<file path="config.mk">
export PLATFORM = sky130hd
export DESIGN_NAME = fifo_banked_2w
export DESIGN_NICKNAME = d
export VERILOG_FILES = /design/src/rtl/fifo_pkg.sv /design/src/rtl/fifo_bank.sv /design/src/rtl/fifo_depermute_packed.sv /design/src/rtl/fifo_depermute_unpacked.sv /design/src/rtl/fifo_permute_unpacked.sv /design/src/rtl/fifo_banked_2w.sv
export SDC_FILE = /design/constraint.sdc
export NUM_CORES = 1
export LEC_CHECK = 0
export CORE_ASPECT_RATIO = 2
export CORE_MARGIN = 2
export CORE_UTILIZATION = 54
export CTS_BUF_LIST = sky130_fd_sc_hd__clkbuf_8
export DETAILED_ROUTE_END_ITERATION = 10
export GPL_TIMING_DRIVEN = 0
export PLACE_DENSITY = 0.73
export SYNTH_ARGS = -nofsm -noshare
export SYNTH_HDL_FRONTEND = slang
export SYNTH_SLANG_ARGS = --single-unit
</file>
<file path="constraint.sdc">
create_clock -name i_clk -period 13.46 [get_ports i_clk]
set_input_delay 1.346 -clock i_clk [delete_from_list [all_inputs] [get_ports i_clk]]
set_output_delay 1.346 -clock i_clk [all_outputs]
set_load 0.02 [all_outputs]
</file>
<file path="src/rtl/fifo_pkg.sv">
// ---------------------------------------------------------------------------
// fifo_pkg
// Shared definitions for the 2-wide banked FIFO slice.
//   FIFO_LANES  : number of lanes handled per cycle (fixed at 2)
//   lane_mask_t : packed per-lane mask, thermometer coded (00/01/11)
//   popcount()  : number of set lanes in a thermometer mask
// ---------------------------------------------------------------------------
package fifo_pkg;

  localparam int FIFO_LANES = 2;

  typedef logic [FIFO_LANES-1:0] lane_mask_t;

  function automatic logic [1:0] popcount(input lane_mask_t mask);
    return {1'b0, mask[0]} + {1'b0, mask[1]};
  endfunction

endpackage

</file>
<file path="src/rtl/fifo_bank.sv">
// ---------------------------------------------------------------------------
// fifo_bank
// ROWS x WIDTH register array, one synchronous write port and one
// asynchronous read port. Contents are not reset.
//   i_clk     : clock, rising edge
//   i_we      : write enable
//   i_wr_row  : write row
//   i_wr_data : write data
//   i_rd_row  : read row
//   o_rd_data : read data (combinational from storage)
// ---------------------------------------------------------------------------
module fifo_bank #(
  parameter int WIDTH = 32,
  parameter int ROWS  = 4
) (
  input  logic                    i_clk,
  input  logic                    i_we,
  input  logic [$clog2(ROWS)-1:0] i_wr_row,
  input  logic [WIDTH-1:0]        i_wr_data,
  input  logic [$clog2(ROWS)-1:0] i_rd_row,
  output logic [WIDTH-1:0]        o_rd_data
);

  logic [WIDTH-1:0] mem_q [0:ROWS-1];

  // NOTE: storage has no reset; occupancy tracking makes stale rows invisible,
  // and leaving it out keeps the array a plain register file.
  always_ff @(posedge i_clk) begin
    if (i_we) begin
      mem_q[i_wr_row] <= i_wr_data;
    end
  end

  assign o_rd_data = mem_q[i_rd_row];

endmodule

</file>
<file path="src/rtl/fifo_depermute_packed.sv">
// ---------------------------------------------------------------------------
// fifo_depermute_packed
// Lane-to-bank rotation of a packed 2-bit mask (write enables).
//   i_shift : rotation amount (write pointer low bit)
//   i_mask  : per-lane mask
//   o_mask  : per-bank mask
// ---------------------------------------------------------------------------
module fifo_depermute_packed
  import fifo_pkg::*;
(
  input  logic       i_shift,
  input  lane_mask_t i_mask,
  output lane_mask_t o_mask
);

  assign o_mask = i_shift ? {i_mask[0], i_mask[1]} : i_mask;

endmodule

</file>
<file path="src/rtl/fifo_depermute_unpacked.sv">
// ---------------------------------------------------------------------------
// fifo_depermute_unpacked
// Lane-to-bank rotation for two lanes: o_data[(k + i_shift) % 2] = i_data[k].
// With two lanes the inverse rotation is also a conditional swap.
//   i_shift : rotation amount (pointer low bit)
//   i_data  : per-lane inputs
//   o_data  : per-bank outputs
// ---------------------------------------------------------------------------
module fifo_depermute_unpacked #(
  parameter int WIDTH = 32
) (
  input  logic             i_shift,
  input  logic [WIDTH-1:0] i_data [0:1],
  output logic [WIDTH-1:0] o_data [0:1]
);

  assign o_data[0] = i_shift ? i_data[1] : i_data[0];
  assign o_data[1] = i_shift ? i_data[0] : i_data[1];

endmodule

</file>
<file path="src/rtl/fifo_permute_unpacked.sv">
// ---------------------------------------------------------------------------
// fifo_permute_unpacked
// Bank-to-lane rotation for two lanes: o_data[k] = i_data[(k + i_shift) % 2].
//   i_shift : rotation amount (read pointer low bit)
//   i_data  : per-bank inputs
//   o_data  : per-lane outputs
// ---------------------------------------------------------------------------
module fifo_permute_unpacked #(
  parameter int WIDTH = 32
) (
  input  logic             i_shift,
  input  logic [WIDTH-1:0] i_data [0:1],
  output logic [WIDTH-1:0] o_data [0:1]
);

  assign o_data[0] = i_shift ? i_data[1] : i_data[0];
  assign o_data[1] = i_shift ? i_data[0] : i_data[1];

endmodule

</file>
<file path="src/rtl/fifo_banked_2w.sv">
// ---------------------------------------------------------------------------
// fifo_banked_2w
// Two-lane, two-bank in-order FIFO. Up to two entries enqueued and two
// dequeued per cycle. Even/odd banks are addressed by pointer bit 0; lanes
// are rotated into banks on write and back out on read.
//   i_clk        : clock, rising edge
//   i_rst_n      : asynchronous active-low reset
//   i_enq_valid  : enqueue lane mask (thermometer)
//   i_enq_data   : enqueue data, lane 0 oldest
//   o_enq_ready  : bit k set iff free slots >= k+1
//   o_deq_valid  : bit k set iff occupancy >= k+1
//   o_deq_data   : two oldest entries, lane 0 oldest (combinational)
//   i_deq_ack    : dequeue mask (thermometer, subset of o_deq_valid)
//   o_count      : current occupancy
// Optional: define FIFO_BANKED_ASSERT_EN to compile protocol/state checks.
// ---------------------------------------------------------------------------
module fifo_banked_2w
  import fifo_pkg::*;
#(
  parameter int WIDTH = 32,
  parameter int DEPTH = 8
) (
  input  logic                     i_clk,
  input  logic                     i_rst_n,
  input  lane_mask_t               i_enq_valid,
  input  logic [WIDTH-1:0]         i_enq_data [0:FIFO_LANES-1],
  output lane_mask_t               o_enq_ready,
  output lane_mask_t               o_deq_valid,
  output logic [WIDTH-1:0]         o_deq_data [0:FIFO_LANES-1],
  input  lane_mask_t               i_deq_ack,
  output logic [$clog2(DEPTH):0]   o_count
);

  localparam int PW   = $clog2(DEPTH);
  localparam int CW   = PW + 1;
  localparam int RW   = PW - 1;
  localparam int ROWS = DEPTH / 2;

  logic [PW-1:0] wr_ptr_q, wr_ptr_d, rd_ptr_q, rd_ptr_d;
  logic [CW-1:0] count_q, count_d;
  logic [PW-1:0] wr_ptr_nx1, rd_ptr_nx1;
  lane_mask_t    enq_acc, deq_acc, bank_we;

  logic [RW-1:0]    lane_wr_row [0:1];
  logic [RW-1:0]    bank_wr_row [0:1];
  logic [RW-1:0]    lane_rd_row [0:1];
  logic [RW-1:0]    bank_rd_row [0:1];
  logic [WIDTH-1:0] bank_wr_data [0:1];
  logic [WIDTH-1:0] bank_rd_data [0:1];

  // Status depends on registered count only.
  assign o_enq_ready = {count_q <= CW'(DEPTH - 2), count_q < CW'(DEPTH)};
  assign o_deq_valid = {count_q >= CW'(2), count_q != '0};
  assign o_count     = count_q;

  // NOTE: every always_comb output gets a value on every path (defaults
  // first) so no latch is inferred.
  always_comb begin
    enq_acc    = i_enq_valid & o_enq_ready;
    deq_acc    = i_deq_ack & o_deq_valid;
    // Lane 1 only counts behind lane 0, so a 10 mask cannot skew count.
    enq_acc[1] = enq_acc[1] & enq_acc[0];
    deq_acc[1] = deq_acc[1] & deq_acc[0];
    wr_ptr_d   = wr_ptr_q + PW'(popcount(enq_acc));
    rd_ptr_d   = rd_ptr_q + PW'(popcount(deq_acc));
    count_d    = count_q + CW'(popcount(enq_acc)) - CW'(popcount(deq_acc));
  end

  // NOTE: state registers use non-blocking assignments so every flop samples
  // pre-edge values regardless of process ordering.
  always_ff @(posedge i_clk or negedge i_rst_n) begin
    if (!i_rst_n) begin
      wr_ptr_q <= '0;
      rd_ptr_q <= '0;
      count_q  <= '0;
    end else begin
      wr_ptr_q <= wr_ptr_d;
      rd_ptr_q <= rd_ptr_d;
      count_q  <= count_d;
    end
  end

  // Rows come from the pointer and pointer+1 modulo DEPTH, so a pair
  // straddling DEPTH-1 -> 0 lands in the right rows.
  assign wr_ptr_nx1     = wr_ptr_q + PW'(1);
  assign rd_ptr_nx1     = rd_ptr_q + PW'(1);
  assign lane_wr_row[0] = wr_ptr_q[PW-1:1];
  assign lane_wr_row[1] = wr_ptr_nx1[PW-1:1];
  assign lane_rd_row[0] = rd_ptr_q[PW-1:1];
  assign lane_rd_row[1] = rd_ptr_nx1[PW-1:1];

  fifo_depermute_unpacked #(.WIDTH(WIDTH)) u_wr_data_dp (
    .i_shift(wr_ptr_q[0]), .i_data(i_enq_data), .o_data(bank_wr_data)
  );

  fifo_depermute_unpacked #(.WIDTH(RW)) u_wr_row_dp (
    .i_shift(wr_ptr_q[0]), .i_data(lane_wr_row), .o_data(bank_wr_row)
  );

  fifo_depermute_packed u_wr_en_dp (
    .i_shift(wr_ptr_q[0]), .i_mask(enq_acc), .o_mask(bank_we)
  );

  // Read rows use the same lane-to-bank routing: the even bank gets
  // whichever of rd_ptr / rd_ptr+1 is even.
  fifo_depermute_unpacked #(.WIDTH(RW)) u_rd_row_dp (
    .i_shift(rd_ptr_q[0]), .i_data(lane_rd_row), .o_data(bank_rd_row)
  );

  for (genvar b = 0; b < 2; b++) begin : g_bank
    fifo_bank #(.WIDTH(WIDTH), .ROWS(ROWS)) u_bank (
      .i_clk    (i_clk),
      .i_we     (bank_we[b]),
      .i_wr_row (bank_wr_row[b]),
      .i_wr_data(bank_wr_data[b]),
      .i_rd_row (bank_rd_row[b]),
      .o_rd_data(bank_rd_data[b])
    );
  end

  fifo_permute_unpacked #(.WIDTH(WIDTH)) u_rd_data_p (
    .i_shift(rd_ptr_q[0]), .i_data(bank_rd_data), .o_data(o_deq_data)
  );

`ifdef FIFO_BANKED_ASSERT_EN
  if ((DEPTH < 4) || ((DEPTH & (DEPTH - 1)) != 0)) begin : g_bad_depth
    $error("fifo_banked_2w: DEPTH must be a power of two and >= 4");
  end

  a_enq_mask: assert property (@(posedge i_clk) disable iff (!i_rst_n)
    i_enq_valid != 2'b10);
  a_deq_mask: assert property (@(posedge i_clk) disable iff (!i_rst_n)
    i_deq_ack != 2'b10);
  a_deq_ovr: assert property (@(posedge i_clk) disable iff (!i_rst_n)
    (i_deq_ack & ~o_deq_valid) == '0);
  a_cnt_max: assert property (@(posedge i_clk) disable iff (!i_rst_n)
    count_q <= CW'(DEPTH));
  a_cnt_ptr: assert property (@(posedge i_clk) disable iff (!i_rst_n)
    (count_q == CW'(DEPTH)) ? (wr_ptr_q == rd_ptr_q)
                            : (count_q == {1'b0, PW'(wr_ptr_q - rd_ptr_q)}));
`endif

endmodule

</file>
==> images/layer_met3.png <==
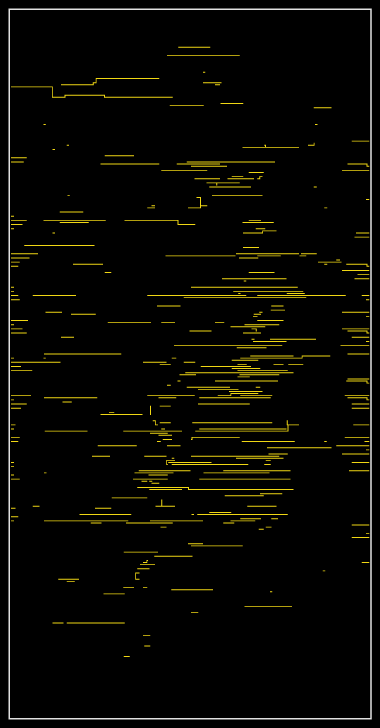
- nets with wire on the layer: 200
- main direction: horizontal

==> images/congestion.png <==
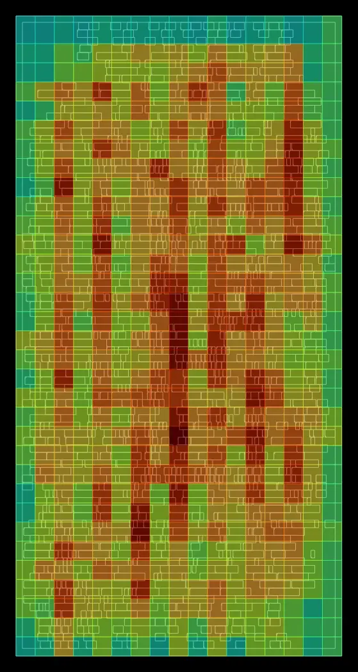
WL per Instance: 23.7 µm
Final Util: 65.6%

==> impl_metrics.py <==
# Synthesis and PnR figures
metrics = {
    "clocking": {
        "cts-resized-gates": 0,
        "clk_pin_slew_worst_paths_ns": 0.06,
    },
    "worst_setup_path": {
        "regToRegEndpoint": "g_bank[1].u_bank.mem_q[2][11]",
        "path_common_cell": "buf_2",
        "endpoint_kind": "primary output",
        "regToRegSetupSlack_ns": 10.50,
        "crit_start": "rd_ptr_q[0]",
        "worst-endpoint-arrival_ns": 4.73,
    },
    "logic_synthesis": {
        "synth_area_um2": 13900,
        "yosys_warnings": 0,
        "ys_async_sr_fraction_pct": 3.76,
        "synth_adder_area_share_pct": 1.66,
        "yosys.stat.seqShare_pct": 57.2,
        "ys.flops": 266,
    },
    "global_route": {
        "use_met3_pct": 3.71,
    },
    "finish": {
        "fillers": 1910,
        "diodes": 0,
    },
    "power_and_ir_drop": {
        "ir_drop_v": 0.000206,
    },
    "outcome": {
        "status": "complete, no violations",
    },
    "drt": {
        "drtAntennaViolNets": 0,
        "drt_wl_total_mm": 37.6,
    },
    "worst_hold_path": {
        "hold_class": "flip-flop to flip-flop",
    },
    "floorplan": {
        "fp_util_pct": 54.6,
    },
    "sta": {
        "post-route-period-util_pct": 45.2,
        "slew_headroom_pct": 36.1,
    },
    "placed_design": {
        "numPortBuffers": 141,
    },
}
==> images/logic_types.png <==
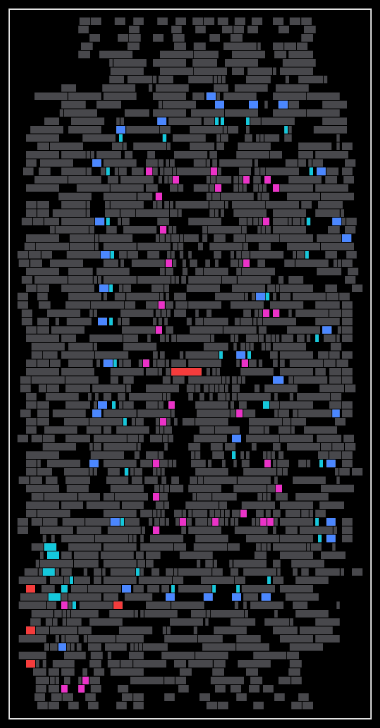
- magenta: AND and OR gates (cells 35; most used and3_1)
- red: XOR/XNOR gates (cells 5)
- cyan: NOR gates (cells 40; most used nor2_1; where spread over the die)
- blue: AND-OR and OR-AND gates (cells 34; most used a211o_1; where spread over the die)

==> images/flops_by_reg.png <==
Bar = 20 µm. Other sequential cells in the stronger gray, the rest of the logic in the fainter gray.
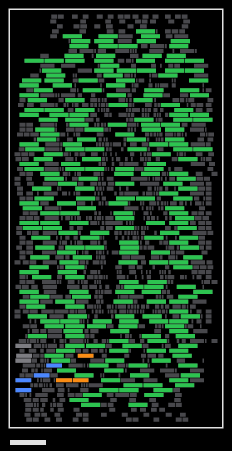
- blue: o_count (flops 4; where south-west)
- green: g_bank.u_bank.mem_q (flops 256; where spread over the die)
- orange: rd_ptr_q (flops 3)

[layout make-up]
| class | count | area [µm²] | area share, % |
|---|---|---|---|
| buffer | 80 | 429 | 2.57 |
| inverter | 17 | 63.8 | 0.382 |
| multi-input combinational | 659 | 5520 | 33.1 |
| tap | 340 | 425 | 2.55 |
| clock inverter | 26 | 136 | 0.817 |
| sequential | 266 | 7940 | 47.6 |
| timing repair buffer | 159 | 1610 | 9.66 |
| clock buffer | 41 | 564 | 3.38 |
[Yosys cell counts (2+ instances only)]
cell type    n  area [µm²]
o21ai_0     32         160
or2_2        2        12.5
nand3_1      2        10.0
dfrtp_1     10         250
clkbuf_1    27         101
xor2_1       2        17.5
inv_1       17        63.8
a2111oi_0    2        17.5
and3_1      33         206
buf_4       10        75.1
o211ai_1    63         473
buf_1        5        18.8
edfxtp_1   256        7690
xnor2_1      2        17.5
ha_1        12         150
buf_6        7        78.8
nand2_1    192         721
mux2_2      97        1090
mux2i_1     36         360
a21oi_1     34         170
nor2_1      38         143
mux4_2      62        1400
nand3b_1     2        15.0
fa_1         4        80.1
buf_2       31         155
nand2b_1     2        12.5
a211o_1     31         272
[how the worst max path moves through the flow]
stage                                               to
after floorplan           g_bank[1].u_bank.mem_q[0][0]
after global placement    g_bank[1].u_bank.mem_q[0][6]
after detailed placement                o_deq_data[22]
after CTS                               o_deq_data[22]
after global routing                    o_deq_data[20]
final                                   o_deq_data[20]
[cell usage in the layout, fill, tap and decap left out, types with 33 or more instances in the layout]
cell / synthesis / layout
mux2_2: 97 / 97
and3_1: 33 / 33
mux4_2: 62 / 62
clkdlybuf4s50_1: 0 / 141
o211ai_1: 63 / 63
edfxtp_1: 256 / 256
nor2_1: 38 / 34
a21oi_1: 34 / 34
mux2i_1: 36 / 34
clkbuf_8: 0 / 41
nand2_1: 192 / 192
buf_2: 31 / 35
[stage by stage]
step                      util [%]  total power, mW  cell area (µm²)  hold slack [ns]  std cells
after floorplan                  -             3.15            13900            0.526       1022
after global placement        61.8             4.16            15700            0.558       1503
after detailed placement      62.8             4.26            16000            0.560       1521
after CTS                     65.6             4.87            16700            0.572       1588
after global routing          65.6             5.11            16700            0.598       1588
final                         65.6             4.86            16700            0.573       1588
[flip-flops by register name, indices dropped and copies added (netlist names)]
name	cells
wr_ptr_q	3
o_count	4
rd_ptr_q	3
g_bank.u_bank.mem_q	256
[cells by family (layout without fill, tap and decap cells)]
group / Yosys count / count (layout)
buffers and inverters: 97 / 323
muxes: 196 / 196
and+or+nand+nor: 274 / 274
AOI/OAI and AO/OA: 168 / 168
adders and majority gates: 16 / 16
xor gates and xnor gates: 5 / 5
DFF: 266 / 266
[where the power goes]
part           switching [mW]  leakage, nW  internal (mW)  total [mW]
combinational            1.68         3.21           1.34        3.01
sequential             0.0786         2.44           1.16        1.24
clock                   0.306        0.381          0.301       0.607
total                    2.06         6.03           2.80        4.86
[routing by layer]
layer,wire length (µm),vias to the layer above,part of all wire [%]
met1,13700,4940,36
li1,-,4327,-
met5,0,-,0
met2,20400,479,54
met4,995,0,2.6
met3,2480,79,6.6
Power and IR drop assume default switching activity.
